$ cat config.mk
export PLATFORM = sky130hd
export DESIGN_NAME = scan_sel_gen
export DESIGN_NICKNAME = d
export VERILOG_FILES = /design/src/rtl/scan_sel_pkg.sv /design/src/rtl/scan_next_idx.sv /design/src/rtl/scan_sel_gen.sv
export SDC_FILE = /design/constraint.sdc
export NUM_CORES = 1
export LEC_CHECK = 0
export ABC_AREA = 1
export ABC_CLOCK_PERIOD_IN_PS = 2710
export CORE_MARGIN = 2
export CORE_UTILIZATION = 45
export CTS_BUF_LIST = sky130_fd_sc_hd__clkbuf_8
export CTS_CLUSTER_DIAMETER = 60
export CTS_CLUSTER_SIZE = 12
export DETAILED_ROUTE_END_ITERATION = 6
export HOLD_SLACK_MARGIN = 0.02
export PLACE_DENSITY = 0.7
export SETUP_SLACK_MARGIN = 0.02
export SLEW_MARGIN = 40
export SYNTH_ARGS = -nofsm -noshare
export SYNTH_HDL_FRONTEND = slang
export SYNTH_SLANG_ARGS = --single-unit
$ cat constraint.sdc
create_clock -name clk -period 2.71 [get_ports clk]
set_clock_uncertainty 0.15 [all_clocks]
set_input_delay 0.813 -clock clk [delete_from_list [all_inputs] [get_ports clk]]
set_output_delay 0.813 -clock clk [all_outputs]
set_load 0.03 [all_outputs]
$ cat src/rtl/scan_sel_pkg.sv
// Shared constants and state encoding for the scan select generator.
package scan_sel_pkg;

   localparam int N_CH  = 4;
   localparam int IDX_W = 2;

   typedef enum logic {
      S_IDLE = 1'b0,
      S_RUN  = 1'b1
   } state_t;

endpackage

$ cat src/rtl/scan_next_idx.sv
// Combinational search for the next enabled channel strictly above cur,
// wrapping circularly. The last candidate examined is cur itself, so a
// single-bit mask returns cur with wrapped=1. A zero mask leaves nxt=cur.
module scan_next_idx
   import scan_sel_pkg::*;
(
   input  logic [IDX_W-1:0] cur,
   input  logic [N_CH-1:0]  mask,
   output logic [IDX_W-1:0] nxt,
   output logic             wrapped
);

   logic [IDX_W-1:0] cand;
   logic             found;

   // first set mask bit walking upward from cur+1, modulo N_CH
   always_comb begin
      nxt     = cur;
      wrapped = 1'b0;
      found   = 1'b0;
      cand    = cur;
      for (int k = 1; k <= N_CH; k++) begin
         cand = cur + IDX_W'(k);
         if (!found && mask[cand]) begin
            found   = 1'b1;
            nxt     = cand;
            wrapped = (cand <= cur);
         end
      end
   end

endmodule

$ cat src/rtl/scan_sel_gen.sv
// Scan select generator: steps a 2-bit decoder select through the enabled
// channels in mask, holding each for dwell+1 cycles, and pulses wrap when
// the scan returns to a lower or equal index.
// Optional macro SCAN_SEL_ONEHOT_EN adds a registered one-hot select sel_oh.
//
// state  | meaning
// S_IDLE | no live index; sel holds last value, waiting for en with mask!=0
// S_RUN  | sel is live; cnt counts cycles spent on the current index
module scan_sel_gen
   import scan_sel_pkg::*;
#(
   parameter int DWELL_W = 8
) (
   input  logic               clk,
   input  logic               rst,
   input  logic               en,
   input  logic [N_CH-1:0]    mask,
   input  logic [DWELL_W-1:0] dwell,
   output logic [IDX_W-1:0]   sel,
   output logic               sel_valid,
   output logic               wrap
`ifdef SCAN_SEL_ONEHOT_EN
   ,
   output logic [N_CH-1:0]    sel_oh
`endif
);

   state_t             state_q, state_d;
   logic [IDX_W-1:0]   sel_q, sel_d;
   logic               valid_q, valid_d;
   logic               wrap_q, wrap_d;
   logic [DWELL_W-1:0] cnt_q, cnt_d;
   logic [IDX_W-1:0]   srch_cur;
   logic [IDX_W-1:0]   nxt;
   logic               wrapped;
   logic               mask_nz;
   logic               hold_done;

   // searching from the top index yields the lowest set bit on entry to RUN
   assign srch_cur  = (state_q == S_RUN) ? sel_q : IDX_W'(N_CH - 1);
   assign mask_nz   = |mask;
   assign hold_done = (cnt_q >= dwell);

   scan_next_idx u_next (
      .cur     (srch_cur),
      .mask    (mask),
      .nxt     (nxt),
      .wrapped (wrapped)
   );

   // state register plus registered outputs and dwell counter
   always_ff @(posedge clk) begin
      if (rst) begin
         state_q <= S_IDLE;
         sel_q   <= '0;
         valid_q <= 1'b0;
         wrap_q  <= 1'b0;
         cnt_q   <= '0;
      end else begin
         state_q <= state_d;
         sel_q   <= sel_d;
         valid_q <= valid_d;
         wrap_q  <= wrap_d;
         cnt_q   <= cnt_d;
      end
   end

   // next-state: leave RUN on en low or on an advance that finds no channel
   always_comb begin
      state_d = state_q;
      case (state_q)
         S_IDLE:  if (en && mask_nz) state_d = S_RUN;
         S_RUN:   if (!en || (hold_done && !mask_nz)) state_d = S_IDLE;
         default: state_d = S_IDLE;
      endcase
   end

   // next values of sel, sel_valid, wrap and cnt for the coming edge
   always_comb begin
      sel_d   = sel_q;
      valid_d = 1'b0;
      wrap_d  = 1'b0;
      cnt_d   = '0;
      if (state_d == S_RUN) begin
         valid_d = 1'b1;
         if (state_q == S_IDLE) begin
            sel_d = nxt;
         end else if (!hold_done) begin
            cnt_d = cnt_q + DWELL_W'(1);
         end else begin
            sel_d  = nxt;
            wrap_d = wrapped;
         end
      end
   end

   assign sel       = sel_q;
   assign sel_valid = valid_q;
   assign wrap      = wrap_q;

`ifdef SCAN_SEL_ONEHOT_EN
   logic [N_CH-1:0] oh_q, oh_d;

   assign oh_d = valid_d ? (N_CH'(1) << sel_d) : '0;

   // one-hot select registered alongside sel so both change on the same edge
   always_ff @(posedge clk) begin
      if (rst) oh_q <= '0;
      else     oh_q <= oh_d;
   end

   assign sel_oh = oh_q;
`endif

endmodule

Routed metal per tile:
(6 px per um) 10 x 10 tiles, from dark purple (low) to yellow (high), scaled to the fullest tile. Values are wire area over tile area, all layers added.
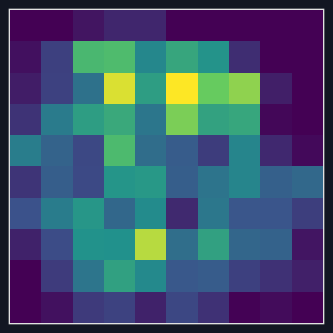
fullest tile: 0.43
mean over tiles: 0.13
nearly empty tiles: 16%
densest ninth of the die: top middle
Vias: 1094
total routed wirelength: 2236 um

Placement by cell class:
(12 px per um)
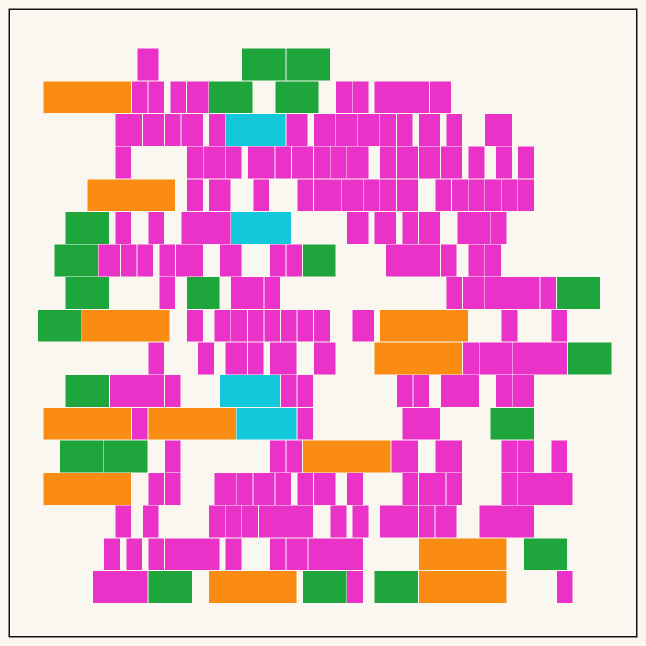
legend:
  remaining buffers and delay cells:
    color: green
    cells: 20
  clock drivers and dummy loads:
    color: cyan
    cells: 4
  registers:
    color: orange
    cells: 12
  remaining logic cells:
    color: magenta
    cells: 160
fin util: 59.73%
Final Cell Area: 0.001321 mm^2
Rows: 17
flop share of the area: 18.18%
total core area: 0.002212 mm^2

The clock network:
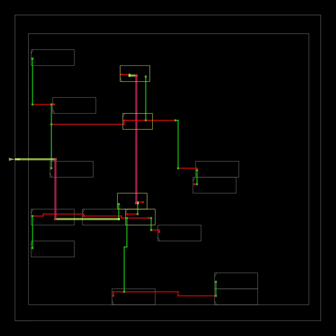
Latency at later pin: 240 ps
P_clk: 198 uW

M3 wires:
(10 px per um)
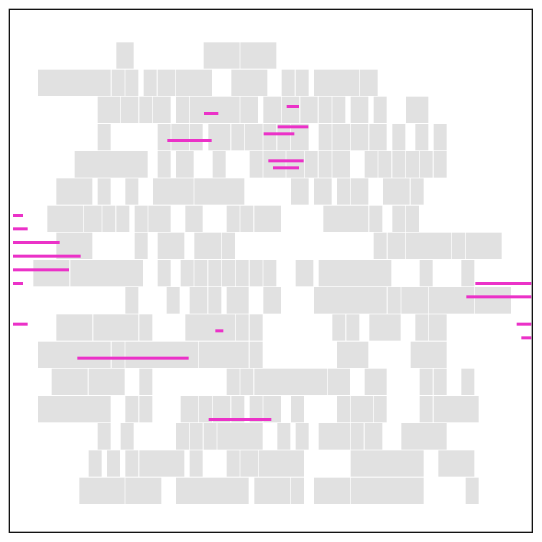
share of all routed wire: 3.0%
wire length on this layer: 67.4 um
met3 layer usage reported by global route: 2.586%

==> qor.yml <==
logic_synthesis:
  fp_nets: 199
  area_leaders: "dfxtp_1 (23%), nand2_1 (18%), ha_1 (13%)"
  synth_warnings: 0
  avgSynthCellArea_um2: 6.032
  largest_area_cell: "dfxtp_1"
  synth_flops: 12
  yosysUniqueCellTypes: 20
  ys_seq_share_pct: 23.02
  syn_area_mm2: 0.001044
  top_cell_area_share_pct: 23.02
  syn_inst: 173
  ys_cells: 173
sta:
  worst_slew_pin_slew_ps: 311.5
  clock.fmax_mhz: 401.1
  fin_crit_ps: 2493
  slew_headroom_pct: 79.17
  maxSlewViolCount: 0
  hold_violations: 0
  finalCritPeriodShare_pct: 92.01
  setup_viol: 0
placed_design:
  dp_worst_setup_slack_ps: -135.8
  io_buffers: 18
  dpl.hpwl_um: 1832
grt:
  grt_usage_pct: 18.99
  grt_first_pass_wirelength_um: 3933
  grt_max_degree: 12
  overflow: 0
  antenna_found_initial: 0
  grt_pass1_vias: 965
pwr:
  power_density_mw_per_mm2: 441.1
  comb_power_share_pct: 33.6
  fin_total_pwr_uw: 582.8
  p_int_uw: 388.3
  pwr-share-seq_pct: 32.3
  power_leakage_uw: 0.0007014
  pwr-share-clk_pct: 34.0
floorplanning:
  die_w_um: 52.16
  fp_util_pct: 47.17
  design.die.area_mm2: 0.002720
  dieHeight_um: 52.16
critical_path:
  worstPathArrival_ps: 2510
  cp.required_ps: 2720
  path_max_fanout: 8
  crit_type: "primary input to register"
  cp-start-kind: "primary input"
  cp-end-kind: "register"
clock_network:
  clkTransAtPathRegs_ps: 50
  cts_resized: 0
  cts_sinks: 12
  cts_made_buffers: 3
job:
  warning_count: 27
  cap_violations: 0
detailed_routing:
  post_drt_wl_per_cell_um: 9.982
  drc: 0
  antenna_left: 0
  viasPerCell: 4.884
finish:
  drive_gt1_share_pct: 7.143
  lay_top_count: "nand2_1"
  n_antenna_cell: 0
  finalNetCount: 223
  layout_top_cells: "nand2_1 (51), inv_1 (30), nand3_1 (25)"
run_status:
  status: "completed"
hold_path:
  hold_path.class: "register to register"
-- cells in the mapped netlist --
| library cell | number |
|---|---|
| ha_1 | 11 |
| inv_2 | 3 |
| nor2_2 | 2 |
| inv_1 | 30 |
| xnor2_1 | 1 |
| nand4_1 | 5 |
| nand2_2 | 1 |
| a21oi_1 | 5 |
| a21o_1 | 1 |
| clkbuf_4 | 1 |
| dfxtp_1 | 12 |
| nand3_1 | 25 |
| or2_2 | 1 |
| o21ai_0 | 2 |
| nand2_1 | 51 |
| nor2_1 | 15 |
| xor2_1 | 2 |
| nand3b_1 | 2 |
| nor3_1 | 2 |
| nor2_4 | 1 |
-- metrics by stage --
step | TNS [ps] | instance area [um^2] | std cells | hold slack [ps]
2_1_floorplan | 0 | 1044 | 173 | 279.7
3_3_place_gp | -135.4 | 1259 | 219 | 322.1
3_5_place_dp | -628.1 | 1259 | 219 | 321.9
4_1_cts | 0 | 1314 | 223 | 335.1
5_1_grt | 0 | 1321 | 224 | 359.1
6_report | 0 | 1321 | 224 | 329.8
-- critical path, cell delays in order --
cell	delay [ps]
clkdlybuf4s50_1	450
inv_1	40
ha_1	290
a21o_1	150
nor2_1	150
nand4_1	130
nand3b_1	170
buf_4	170
nor3_1	130
-- kinds of logic (layout without fill, tap and decap cells) --
kind of cell | count (synthesis) | after routing | synth area share, %
DFF | 12 | 12 | 23.02
AOI/OAI and AO/OA | 8 | 8 | 4.077
xor gates and xnor gates | 3 | 3 | 2.518
adders and majority gates | 11 | 11 | 13.19
buffers and inverters | 34 | 57 | 12.59
and+or+nand+nor | 105 | 105 | 44.60
-- timing repair --
action                                  4_1_cts  5_1_grt
endpoints found under the hold margin         0        0
hold buffers                                  0        0
endpoints found under the setup margin        0        4
buffers inserted                              0        1
-- per-layer routing --
layer | vias to the layer above | track usage [%] | wire (um)
met4 | 0 | 6.410 | 31
met5 | - | 0 | 0
met1 | 469 | 26.33 | 1173
met3 | 4 | 2.586 | 67
met2 | 27 | 30.17 | 964
li1 | 594 | - | -
-- power groups by stage --
stage	clock network, uW	logic (uW)	registers [uW]
2_1_floorplan	0	123	201
3_3_place_gp	0	189	192
3_5_place_dp	0	193	192
4_1_cts	205	194	188
5_1_grt	215	221	190
6_report	198	196	188
-- worst paths after layout --
path	start	end	slack (ps)	cells after the start
worst max-delay path	dwell[7]	cnt_q[2]$_SDFF_PP0_	220	9
worst min-delay path	cnt_q[0]$_SDFF_PP0_	cnt_q[0]$_SDFF_PP0_	330	1
worst max register to register	state_q$_SDFF_PP0_	sel[1]$_SDFFE_PP0P_	530	11
worst min register to register	cnt_q[0]$_SDFF_PP0_	cnt_q[0]$_SDFF_PP0_	330	1
-- sequential cells by signal, summed over array words and instances, names as in the netlist --
signal	flops
cnt_q	8
sel	2
state_q	1
wrap	1
-- cell type report --
type,instances,area (um^2)
fillers,217,890.9
multi-input cells,127,671.9
inverters,33,123.9
flip-flops and latches,12,240.2
well taps,28,35.03
repair buffers,20,195.2
clock buffers,4,55.05
Power figures rest on the tool's default switching activity, not on a simulated workload.
